--- src/rtl/md4_pkg.sv ---
`default_nettype none
// ============================================================================
//  Module      : md4_pkg
//  Description : Shared MD4 constants, round-2 step tables and FSM state type
//                used by the iterative MD4 round stages.
//  Revision    : 1.0 - initial release
// ============================================================================
package md4_pkg;

    // Round-2 additive constant (sqrt(2) * 2^30)
    localparam logic [31:0] C_K2    = 32'h5A827999;
    // Steps per round; the step counter width assumes exactly 16
    localparam int          C_STEPS = 16;

    typedef enum logic [1:0] {
        ST_IDLE = 2'd0,
        ST_RUN  = 2'd1,
        ST_DONE = 2'd2
    } md4_state_t;

    // Left-rotate amount for round-2 step i: {3,5,9,13}[i%4]
    function automatic logic [3:0] md4_r2_shift(input logic [3:0] step);
        logic [3:0] s;
        case (step[1:0])
            2'd0:    s = 4'd3;
            2'd1:    s = 4'd5;
            2'd2:    s = 4'd9;
            default: s = 4'd13;
        endcase
        return s;
    endfunction

    // Message word index for round-2 step i: 4*(i%4) + i/4
    function automatic logic [3:0] md4_r2_word(input logic [3:0] step);
        return {step[1:0], step[3:2]};
    endfunction

endpackage
`default_nettype wire

--- src/rtl/md4_g_step.sv ---
`default_nettype none
// ============================================================================
//  Module      : md4_g_step
//  Description : One MD4 round-2 step datapath (combinational):
//                n = rotl32(a + G(b,c,d) + xk + K2, s), G = bitwise majority.
//  Revision    : 1.0 - initial release
// ============================================================================
module md4_g_step
    import md4_pkg::*;
#(
    parameter logic [31:0] K2 = C_K2
) (
    input  logic [31:0] a,
    input  logic [31:0] b,
    input  logic [31:0] c,
    input  logic [31:0] d,
    input  logic [31:0] xk,
    input  logic [3:0]  s,
    output logic [31:0] n
);

    logic [31:0] w_g;
    logic [31:0] w_t;

    // Majority function, then the wrapping four-term sum
    assign w_g = (b & c) | (b & d) | (c & d);
    assign w_t = a + w_g + xk + K2;

    // Rotate left; s is always within 3..13 so the right shift never reaches 32
    assign n = (w_t << s) | (w_t >> (6'd32 - {2'b00, s}));

endmodule
`default_nettype wire

--- src/rtl/md4_stage2_iter.sv ---
`default_nettype none
// ============================================================================
//  Module      : md4_stage2_iter
//  Description : Iterative MD4 round-2 engine. Accepts chaining words and a
//                512-bit block from round 1, runs the 16 round-2 steps at one
//                step per clock, then holds the result for round 3.
//  Revision    : 1.0 - initial release
// ============================================================================
module md4_stage2_iter
    import md4_pkg::*;
#(
    parameter logic [31:0] K2 = C_K2
) (
    input  logic         clk,
    input  logic         rst,
    input  logic         in_valid,
    output logic         in_ready,
    input  logic [31:0]  a,
    input  logic [31:0]  b,
    input  logic [31:0]  c,
    input  logic [31:0]  d,
    input  logic [511:0] x,
    output logic         out_valid,
    input  logic         out_ready,
    output logic [31:0]  out_a,
    output logic [31:0]  out_b,
    output logic [31:0]  out_c,
    output logic [31:0]  out_d,
    output logic         busy
);

    localparam logic [3:0] c_last_step = 4'(C_STEPS - 1);

    md4_state_t   r_state;
    md4_state_t   w_state_nxt;
    logic [3:0]   r_step;
    logic [31:0]  r_a;
    logic [31:0]  r_b;
    logic [31:0]  r_c;
    logic [31:0]  r_d;
    logic [511:0] r_x;

    logic [3:0]   w_k;
    logic [3:0]   w_s;
    logic [31:0]  w_xk;
    logic [31:0]  w_n;

    assign w_k  = md4_r2_word(r_step);
    assign w_s  = md4_r2_shift(r_step);
    assign w_xk = r_x[{w_k, 5'b00000} +: 32];

    md4_g_step #(
        .K2 (K2)
    ) u_g_step (
        .a  (r_a),
        .b  (r_b),
        .c  (r_c),
        .d  (r_d),
        .xk (w_xk),
        .s  (w_s),
        .n  (w_n)
    );

    // State register, step counter and working registers
    always_ff @(posedge clk) begin
        if (rst) begin
            r_state <= ST_IDLE;
            r_step  <= 4'd0;
            r_a     <= 32'd0;
            r_b     <= 32'd0;
            r_c     <= 32'd0;
            r_d     <= 32'd0;
            r_x     <= '0;
        end else begin
            r_state <= w_state_nxt;
            case (r_state)
                ST_IDLE: begin
                    if (in_valid) begin
                        r_a    <= a;
                        r_b    <= b;
                        r_c    <= c;
                        r_d    <= d;
                        r_x    <= x;
                        r_step <= 4'd0;
                    end
                end
                ST_RUN: begin
                    // Rotate roles so the next step always updates r_a
                    r_a    <= r_d;
                    r_b    <= w_n;
                    r_c    <= r_b;
                    r_d    <= r_c;
                    r_step <= r_step + 4'd1;
                end
                default: ;
            endcase
        end
    end

    // Next-state and handshake outputs
    always_comb begin
        w_state_nxt = r_state;
        in_ready    = 1'b0;
        out_valid   = 1'b0;
        busy        = 1'b0;
        case (r_state)
            ST_IDLE: begin
                in_ready = 1'b1;
                if (in_valid) w_state_nxt = ST_RUN;
            end
            ST_RUN: begin
                busy = 1'b1;
                if (r_step == c_last_step) w_state_nxt = ST_DONE;
            end
            ST_DONE: begin
                out_valid = 1'b1;
                if (out_ready) w_state_nxt = ST_IDLE;
            end
            default: w_state_nxt = ST_IDLE;
        endcase
    end

    // Result is only exposed while it is valid; zero otherwise
    assign out_a = out_valid ? r_a : 32'd0;
    assign out_b = out_valid ? r_b : 32'd0;
    assign out_c = out_valid ? r_c : 32'd0;
    assign out_d = out_valid ? r_d : 32'd0;

endmodule
`default_nettype wire

--- config.mk ---
export PLATFORM = sky130hd
export DESIGN_NAME = md4_stage2_iter
export DESIGN_NICKNAME = d
export VERILOG_FILES = /design/src/rtl/md4_pkg.sv /design/src/rtl/md4_g_step.sv /design/src/rtl/md4_stage2_iter.sv
export SDC_FILE = /design/constraint.sdc
export NUM_CORES = 2
export LEC_CHECK = 0
export CORE_AREA = 2 2 303 305
export CTS_CLUSTER_SIZE = 40
export DETAILED_ROUTE_END_ITERATION = 16
export DIE_AREA = 0 0 305 307
export MAX_ROUTING_LAYER = met4
export PLACE_DENSITY = 0.7
export SYNTH_ARGS = -nofsm -noshare
export SYNTH_HDL_FRONTEND = slang
export SYNTH_SLANG_ARGS = --single-unit
--- constraint.sdc ---
create_clock -name clk -period 5.5 [get_ports clk]
set_input_delay 0.55 -clock clk [delete_from_list [all_inputs] [get_ports clk]]
set_output_delay 0.55 -clock clk [all_outputs]
set_load 0.02 [all_outputs]
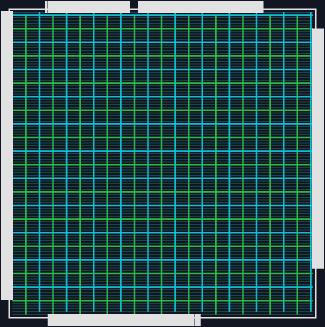
Figure 1: floorplan with the power grid.
Scale: 1 px per um. Pins as bars on the die edge.
legend:
  cyan:
    net: VDD
  green:
    net: VSS
met5 straps: 22
signal pins: 775
met1 rails: 112

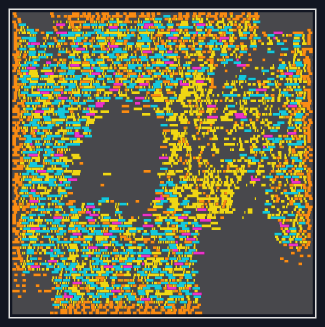
Figure 2: placed cells, one color a class.
Scale: 1 px per um. Fill, decap, tap and diode cells in gray.
legend:
  orange:
    class: remaining buffers and delay cells
    cells: 925
  cyan:
    class: registers
    cells: 646
  magenta:
    class: clock drivers and dummy loads
    cells: 126
  yellow:
    class: remaining logic cells
    cells: 2,845

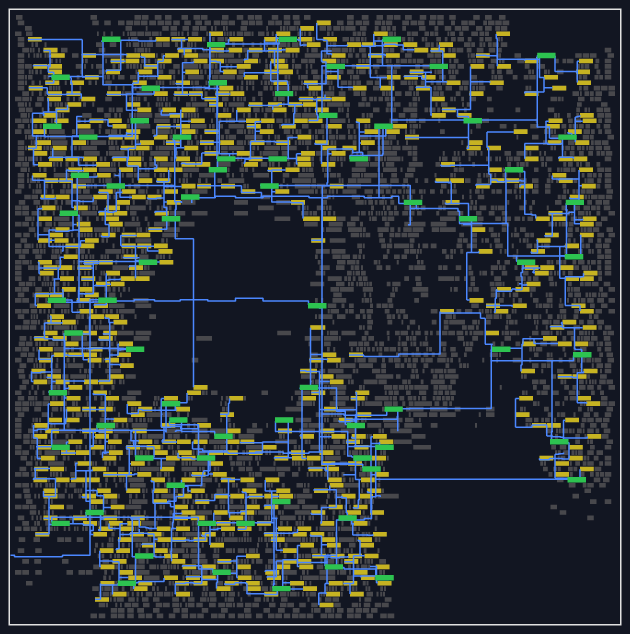
Figure 3: routed clock nets over the placement.
Scale: 2 px per um.
legend:
  yellow:
    item: flip-flops
    count: 646
  green:
    item: clock-net drivers
    count: 73
  blue:
    item: clock wires
    length: 8,800 um
routed clock nets: 74
flops lie: all over the die

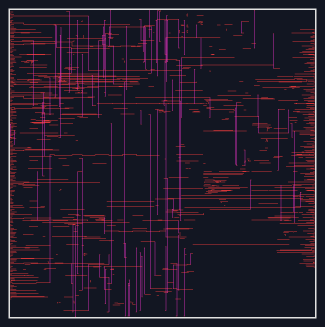
Figure 4: routed metal, one color a layer.
Scale: 1 px per um. Only two layers are drawn.
legend:
  red:
    layer: M3
    wire_length: 10,400 um
  magenta:
    layer: M4
    wire_length: 5,240 um

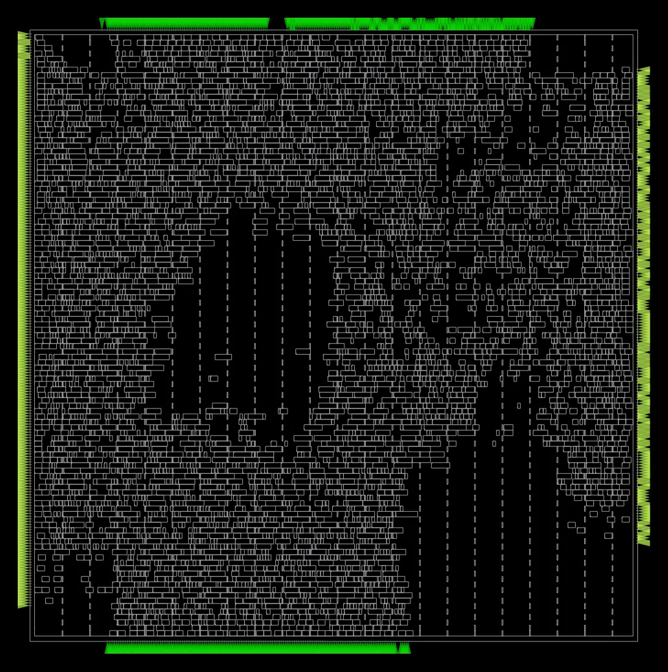
Figure 5: cell placement.
Tap Cells: 1,186
Core Box Area: 90,700 sq um
flop share of the area: 0.294
FP Rows: 111
post-route insts no fill: 5,758

==> flow_metrics.tcl <==
# implementation run metrics
set metrics [dict create \
    dieHeight_um 307 \
    cp_cell_sequence "buf_12, clkbuf_16, buf_6, mux4_2, mux4_2, fa_1, ha_4, o21ai_1, or4_4, a2111o_1, a21oi_2, a31oi_2, xnor2_2, buf_4, mux4_2, o21a_1" \
    die_w_um 305 \
    adder_share 0.0502 \
    status "finished, final reports clean" \
    ys_warn_count 0 \
    clockBufferCount 108 \
    syn_area_sq_um 31800 \
    clkSinkCount 646 \
    period_needed_ps 5380 \
    finalSetupTns_ps 0 \
    slowest_stage "mux4_2" \
    mux_area_frac 0.127 \
    area_growth_pct 38.5 \
    ys_area_sq_um 31800 \
    fmax_ghz 0.186 \
    register_area_sq_um 12900 \
    drt_iter0_drc 3335 \
    sw_frac_of_total 0.308 \
    area_leaders "dfxtp_1 41%, nand2_1 14%, mux4_2 12%" \
    buffers 925 \
    ff2ff_path_depth 16 \
    warnings 45 \
    grt_setup_unrepaired "true" \
    cts_resized 1 \
    postCtsSetupRepairBufs 0 \
    synth_cell_types 75 \
    sh_comb_area 0.401 \
    ys_ff 646 \
]
per-layer routing:
| layer | vias up | wire length, um | global-route usage |
|---|---|---|---|
| met5 | - | 0 | - |
| met2 | 1376 | 67500 | 0.482 |
| met1 | 15200 | 54800 | 0.347 |
| li1 | 14500 | - | - |
| met3 | 234 | 10400 | 0.0586 |
| met4 | 0 | 5240 | 0.102 |
state kept, by name, summed over array words and instances, names as in the netlist:
register / cells
r_a: 32
r_b: 32
r_c: 32
r_d: 32
r_state: 2
r_step: 4
r_x: 512
critical path: cells and delay by family, from the launching register on:
kind            cells  cell delay [ps]
mux                 3             1640
compound gates      5             1070
fa+ha+maj           2              840
buf+inv             4              640
simple gates        1              510
flops               1              390
xor+xnor            1              170
logic make-up (layout without fill, tap and decap cells):
| group | count (synthesis) | after routing |
|---|---|---|
| xor gates and xnor gates | 30 | 30 |
| AOI/OAI and AO/OA | 970 | 970 |
| DFF | 646 | 646 |
| muxes | 195 | 195 |
| buffers and inverters | 375 | 1118 |
| other | 0 | 30 |
| adders and majority gates | 112 | 112 |
| and+or+nand+nor | 1471 | 1471 |
power by group through the flow:
stage	combinational (mW)	clock (mW)	sequential, mW
2_1_floorplan	1.65	0	5.22
3_3_place_gp	3.00	0	5.35
3_5_place_dp	3.01	0	5.35
4_1_cts	3.03	4.95	5.25
5_1_grt	3.36	5.14	5.28
6_report	3.11	4.88	5.26
per-stage QoR:
step / power (mW) / util / setup slack (ps) / area, sq um
2_1_floorplan: 6.86 / - / 72.6 / 31900
3_3_place_gp: 8.35 / 0.454 / 52.1 / 41200
3_5_place_dp: 8.36 / 0.454 / -1.40 / 41200
4_1_cts: 13.2 / 0.480 / 17.6 / 43500
5_1_grt: 13.8 / 0.486 / -15.8 / 44100
6_report: 13.3 / 0.486 / 121 / 44100
worst max-delay path by stage:
stage / start / endpoint / slack (ps) / depth (start not counted)
after floorplan: r_step[2]$_SDFFE_PP0P_ / r_b[29]$_SDFFE_PP0P_ / 70 / 18
after global placement: r_step[2]$_SDFFE_PP0P_ / r_b[2]$_SDFFE_PP0P_ / 50 / 17
after detailed placement: r_step[2]$_SDFFE_PP0P_ / r_b[30]$_SDFFE_PP0P_ / -1 / 17
after CTS: r_step[2]$_SDFFE_PP0P_ / r_b[30]$_SDFFE_PP0P_ / 20 / 16
after global routing: r_step[2]$_SDFFE_PP0P_ / r_b[2]$_SDFFE_PP0P_ / -20 / 17
final: r_step[2]$_SDFFE_PP0P_ / r_b[7]$_SDFFE_PP0P_ / 120 / 16
cell usage in the layout, fill, tap and decap left out, drive strengths merged, types with 9 or more instances in the layout:
cell           Yosys  routed
nand2           1224    1224
clkdlybuf4s50      0     773
a21oi            667     667
dfxtp            646     646
mux4             166     166
buf               41     148
and2             136     136
clkbuf           267     112
a22oi             96      96
inv               66      71
ha                66      66
o21ai             60      60
nor2              49      49
a21o              33      33
fa                31      31
diode              0      30
mux2i             24      24
xnor2             19      19
maj3              15      15
nand3             15      15
a31oi             14      14
o211ai            13      13
a211oi            11      11
xor2              11      11
clkinv             1      11
nand4              9       9
a31o               9       9
nor3               9       9
No activity file was given, so power comes from the tool's default toggle rates.
